$ cat src/rtl/ro_freq_counter.sv
// rtl/ro_freq_counter.sv - ring oscillator frequency counter with warmup and programmable window
// Optional continuous re-measure mode enabled by RO_CONT_MODE_EN (adds the cont input).
module ro_freq_counter #(
    parameter int CNT_W         = 16,
    parameter int WIN_W         = 16,
    parameter int SETTLE_CYCLES = 4
) (
    input  logic             clk,
    input  logic             rst_n,
    input  logic             start,
    input  logic             abort,
    input  logic [WIN_W-1:0] window_len,
    input  logic             ro_in,
`ifdef RO_CONT_MODE_EN
    input  logic             cont,
`endif
    output logic             ro_activate,
    output logic             busy,
    output logic             done,
    output logic [CNT_W-1:0] count,
    output logic             ovf
);

    localparam int ST_W = $clog2(SETTLE_CYCLES + 1);
    localparam logic [ST_W-1:0] SETTLE_LAST = ST_W'(SETTLE_CYCLES - 1);

    typedef enum logic [1:0] {IDLE, WARMUP, MEASURE, DONE} state_t;

    state_t           state;
    logic             sync1, sync2, prev;
    logic [WIN_W-1:0] win_len;
    logic [WIN_W-1:0] win_cnt;
    logic [ST_W-1:0]  settle_cnt;
    logic [CNT_W-1:0] edge_cnt;
    logic             sat;
    logic             cont_i;
    logic [CNT_W-1:0] cnt_nxt;
    logic             sat_nxt;

`ifdef RO_CONT_MODE_EN
    assign cont_i = cont;
`else
    assign cont_i = 1'b0;
`endif

    // prev trails sync2 so a 0->1 of the synchronized oscillator is seen exactly once
    always_ff @(posedge clk or negedge rst_n) begin
        if (!rst_n) begin
            sync1 <= 1'b0;
            sync2 <= 1'b0;
            prev  <= 1'b0;
        end else begin
            sync1 <= ro_in;
            sync2 <= sync1;
            prev  <= sync2;
        end
    end

    always_comb begin
        cnt_nxt = edge_cnt;
        sat_nxt = sat;
        if (state == MEASURE && sync2 && !prev) begin
            if (&edge_cnt) sat_nxt = 1'b1;
            else           cnt_nxt = edge_cnt + 1'b1;
        end
    end

    always_ff @(posedge clk or negedge rst_n) begin
        if (!rst_n) begin
            state       <= IDLE;
            ro_activate <= 1'b0;
            busy        <= 1'b0;
            done        <= 1'b0;
            count       <= '0;
            ovf         <= 1'b0;
            win_len     <= '0;
            win_cnt     <= '0;
            settle_cnt  <= '0;
            edge_cnt    <= '0;
            sat         <= 1'b0;
        end else begin
            done <= 1'b0;
            case (state)
                IDLE: begin
                    if (start && !abort) begin
                        win_len     <= window_len;
                        edge_cnt    <= '0;
                        sat         <= 1'b0;
                        settle_cnt  <= '0;
                        state       <= WARMUP;
                        ro_activate <= 1'b1;
                        busy        <= 1'b1;
                    end
                end
                WARMUP: begin
                    if (abort) begin
                        state       <= IDLE;
                        ro_activate <= 1'b0;
                        busy        <= 1'b0;
                    end else if (settle_cnt == SETTLE_LAST) begin
                        if (win_len == '0) begin
                            state       <= DONE;
                            count       <= '0;
                            ovf         <= 1'b0;
                            done        <= 1'b1;
                            ro_activate <= cont_i;
                        end else begin
                            state   <= MEASURE;
                            win_cnt <= '0;
                        end
                    end else begin
                        settle_cnt <= settle_cnt + 1'b1;
                    end
                end
                MEASURE: begin
                    edge_cnt <= cnt_nxt;
                    sat      <= sat_nxt;
                    if (abort) begin
                        state       <= IDLE;
                        ro_activate <= 1'b0;
                        busy        <= 1'b0;
                    end else if (win_cnt == win_len - 1'b1) begin
                        state       <= DONE;
                        count       <= cnt_nxt;
                        ovf         <= sat_nxt;
                        done        <= 1'b1;
                        ro_activate <= cont_i;
                    end else begin
                        win_cnt <= win_cnt + 1'b1;
                    end
                end
                DONE: begin
                    if (cont_i) begin
                        // continuous mode re-arms straight into a fresh window, no warmup
                        win_len  <= window_len;
                        win_cnt  <= '0;
                        edge_cnt <= '0;
                        sat      <= 1'b0;
                        if (window_len == '0) begin
                            count       <= '0;
                            ovf         <= 1'b0;
                            done        <= 1'b1;
                            ro_activate <= 1'b1;
                        end else begin
                            state       <= MEASURE;
                            ro_activate <= 1'b1;
                        end
                    end else begin
                        state       <= IDLE;
                        ro_activate <= 1'b0;
                        busy        <= 1'b0;
                    end
                end
                default: begin
                    state       <= IDLE;
                    ro_activate <= 1'b0;
                    busy        <= 1'b0;
                end
            endcase
        end
    end

endmodule

$ cat config.mk
export PLATFORM = sky130hd
export DESIGN_NAME = ro_freq_counter
export DESIGN_NICKNAME = d
export VERILOG_FILES = /design/src/rtl/ro_freq_counter.sv
export SDC_FILE = /design/constraint.sdc
export NUM_CORES = 1
export LEC_CHECK = 0
export CORE_MARGIN = 10
export CORE_UTILIZATION = 33
export DETAILED_ROUTE_END_ITERATION = 10
export SYNTH_ARGS = -nofsm -noshare
export SYNTH_HDL_FRONTEND = slang
export SYNTH_SLANG_ARGS = --single-unit
$ cat constraint.sdc
create_clock -name clk -period 4.1 [get_ports clk]
set_input_delay 0.82 -clock clk [delete_from_list [all_inputs] [get_ports clk]]
set_output_delay 0.82 -clock clk [all_outputs]
set_load 0.02 [all_outputs]
Figure 1. Where the registers sit.
Other sequential cells in the stronger gray, the rest of the logic in the fainter gray.
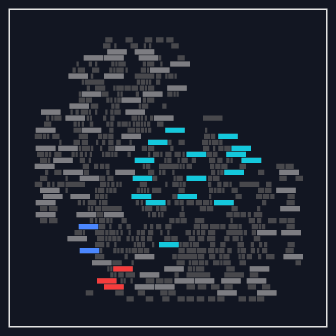
- blue: state (sequential cells 2)
- cyan: win_cnt (sequential cells 16; where center)
- red: settle_cnt (sequential cells 3)
- not colored: 56

Figure 2. Selected gate families.
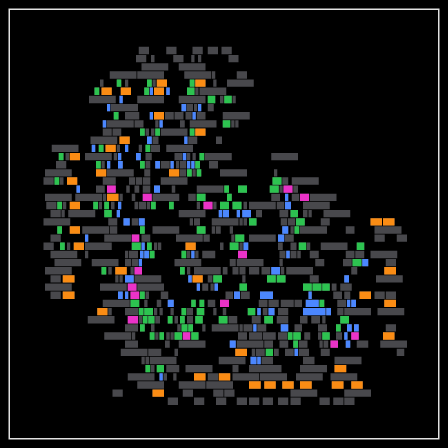
- blue: nor cells (cells 76)
- orange: mux cells (cells 40; where all over the die)
- magenta: non-inverting ao/oa cells (cells 15)
- green: aoi and oai cells (cells 96)

==> flow_results.org <==
#+TITLE: Flow metrics

** Global route
- The global router reports that the layer with the highest usage is met2.
- Grt met2 use :: 21.0%
- Number of global-route vias before repair :: 4184
- The number of antenna violations at the first check in global routing is 0.

** Synthesis
- Synthesis instantiated 69 different standard cells from the library.
- In the synthesized netlist, the dominant kind of combinational cell is simple AND/OR/NAND/NOR gates.
- In the Yosys report, the sequential cells make up 38.8% of the chip area.
- The biggest area contributor in the post-synthesis netlist is sky130_fd_sc_hd__dfrtp_1.
- Counting every net in the synthesized netlist gives 588.
- Mean area per synthesized cell :: 8.90 um2
- Top cell type's share of synthesized area :: 38.8%

** Power
- Total power density per cell area :: 490 nW/um2
- The highest supply drop recorded on VDD is 0.218 mV.

** Finish
- Most frequently placed logic cells in the final layout :: sky130_fd_sc_hd__nand2_1 (81), sky130_fd_sc_hd__dfrtp_1 (77), sky130_fd_sc_hd__nor2_1 (42)
- Final-layout fill cell count :: 1474
- Most common cell after layout, fill and taps aside :: sky130_fd_sc_hd__nand2_1
- For this run, the script counts the antenna cells in the layout as 0.

** Status
- The flow ran to the end, and the final reports show no timing, DRC or antenna violations.

** Die
- Chip area :: 20400 um2

** Worst setup path
- Capturing element type of the critical path :: flop

** Clock tree
- Clock Tree Buf Depth :: 2
- According to the CTS report, the clock sink count is 77.

** Routing
- Vias per cell :: 5.66

** Place
- After legalization and detailed placement, the total HPWL measured 8.85 mm.
Figure 3. Clock nets.
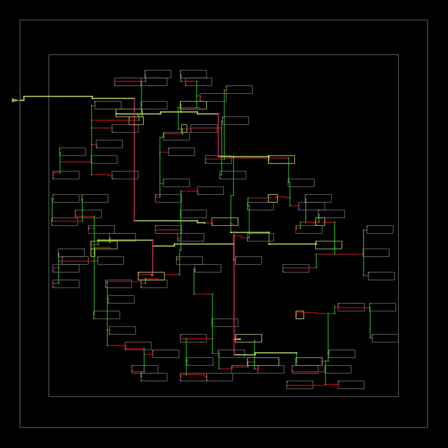
clk pwr: 820 uW
num sequential: 77
clock buffer count from CTS: 9

state kept, by name (all words and copies together), names as in the netlist, 2 cells and up:
name        cells
count          16
edge_cnt       16
settle_cnt      3
state           2
win_cnt        16
win_len        16
area by class of cell:
type | instances | area [um2] | area share (%)
multi-input cells | 427 | 2810 | 48.7
clock inverters | 5 | 60.1 | 1.04
clock buffers | 11 | 243 | 4.21
well taps | 184 | 230 | 3.99
repair buffers | 45 | 435 | 7.55
inverters | 17 | 63.8 | 1.11
flip-flops and latches | 77 | 1930 | 33.4
cells by family (layout without fill, tap and decap cells):
kind of cell,after synthesis,in the layout
AND-OR/OR-AND,111,111
XOR/XNOR,33,33
adder cells (fa/ha/maj),9,9
buffers and inverters,54,78
flip-flops,77,77
multiplexers,40,40
AND/OR/NAND/NOR,234,234
critical path: stages (launching register included):
cell and delay, ps:
sky130_fd_sc_hd__dfrtp_1 460, sky130_fd_sc_hd__or4_4 570, sky130_fd_sc_hd__or3_1 370, sky130_fd_sc_hd__o31ai_1 470
sky130_fd_sc_hd__and3b_2 300, sky130_fd_sc_hd__and4_4 550, sky130_fd_sc_hd__o41ai_1 170, sky130_fd_sc_hd__a31o_1 220
worst paths after layout:
check / endpoint
max reg2reg: win_cnt[12]
min: sync2
min in group asynchronous: win_len[7]
min reg2reg: sync2
max in group asynchronous: count[6]
max: win_cnt[12]
stage by stage:
step / setup slack [ps] / instance area [um2] / std cells / util [%] / hold WS [ps]
global route: 690 / 5770 / 766 / 39.4 / 377
detailed placement: 847 / 5460 / 750 / 37.3 / 355
CTS: 898 / 5770 / 766 / 39.4 / 369
finish: 870 / 5770 / 766 / 39.4 / 362
global placement: 970 / 5460 / 750 / 37.3 / 333
floorplan: 1320 / 4970 / 558 / - / 331
No activity file was given, so power comes from the tool's default toggle rates.
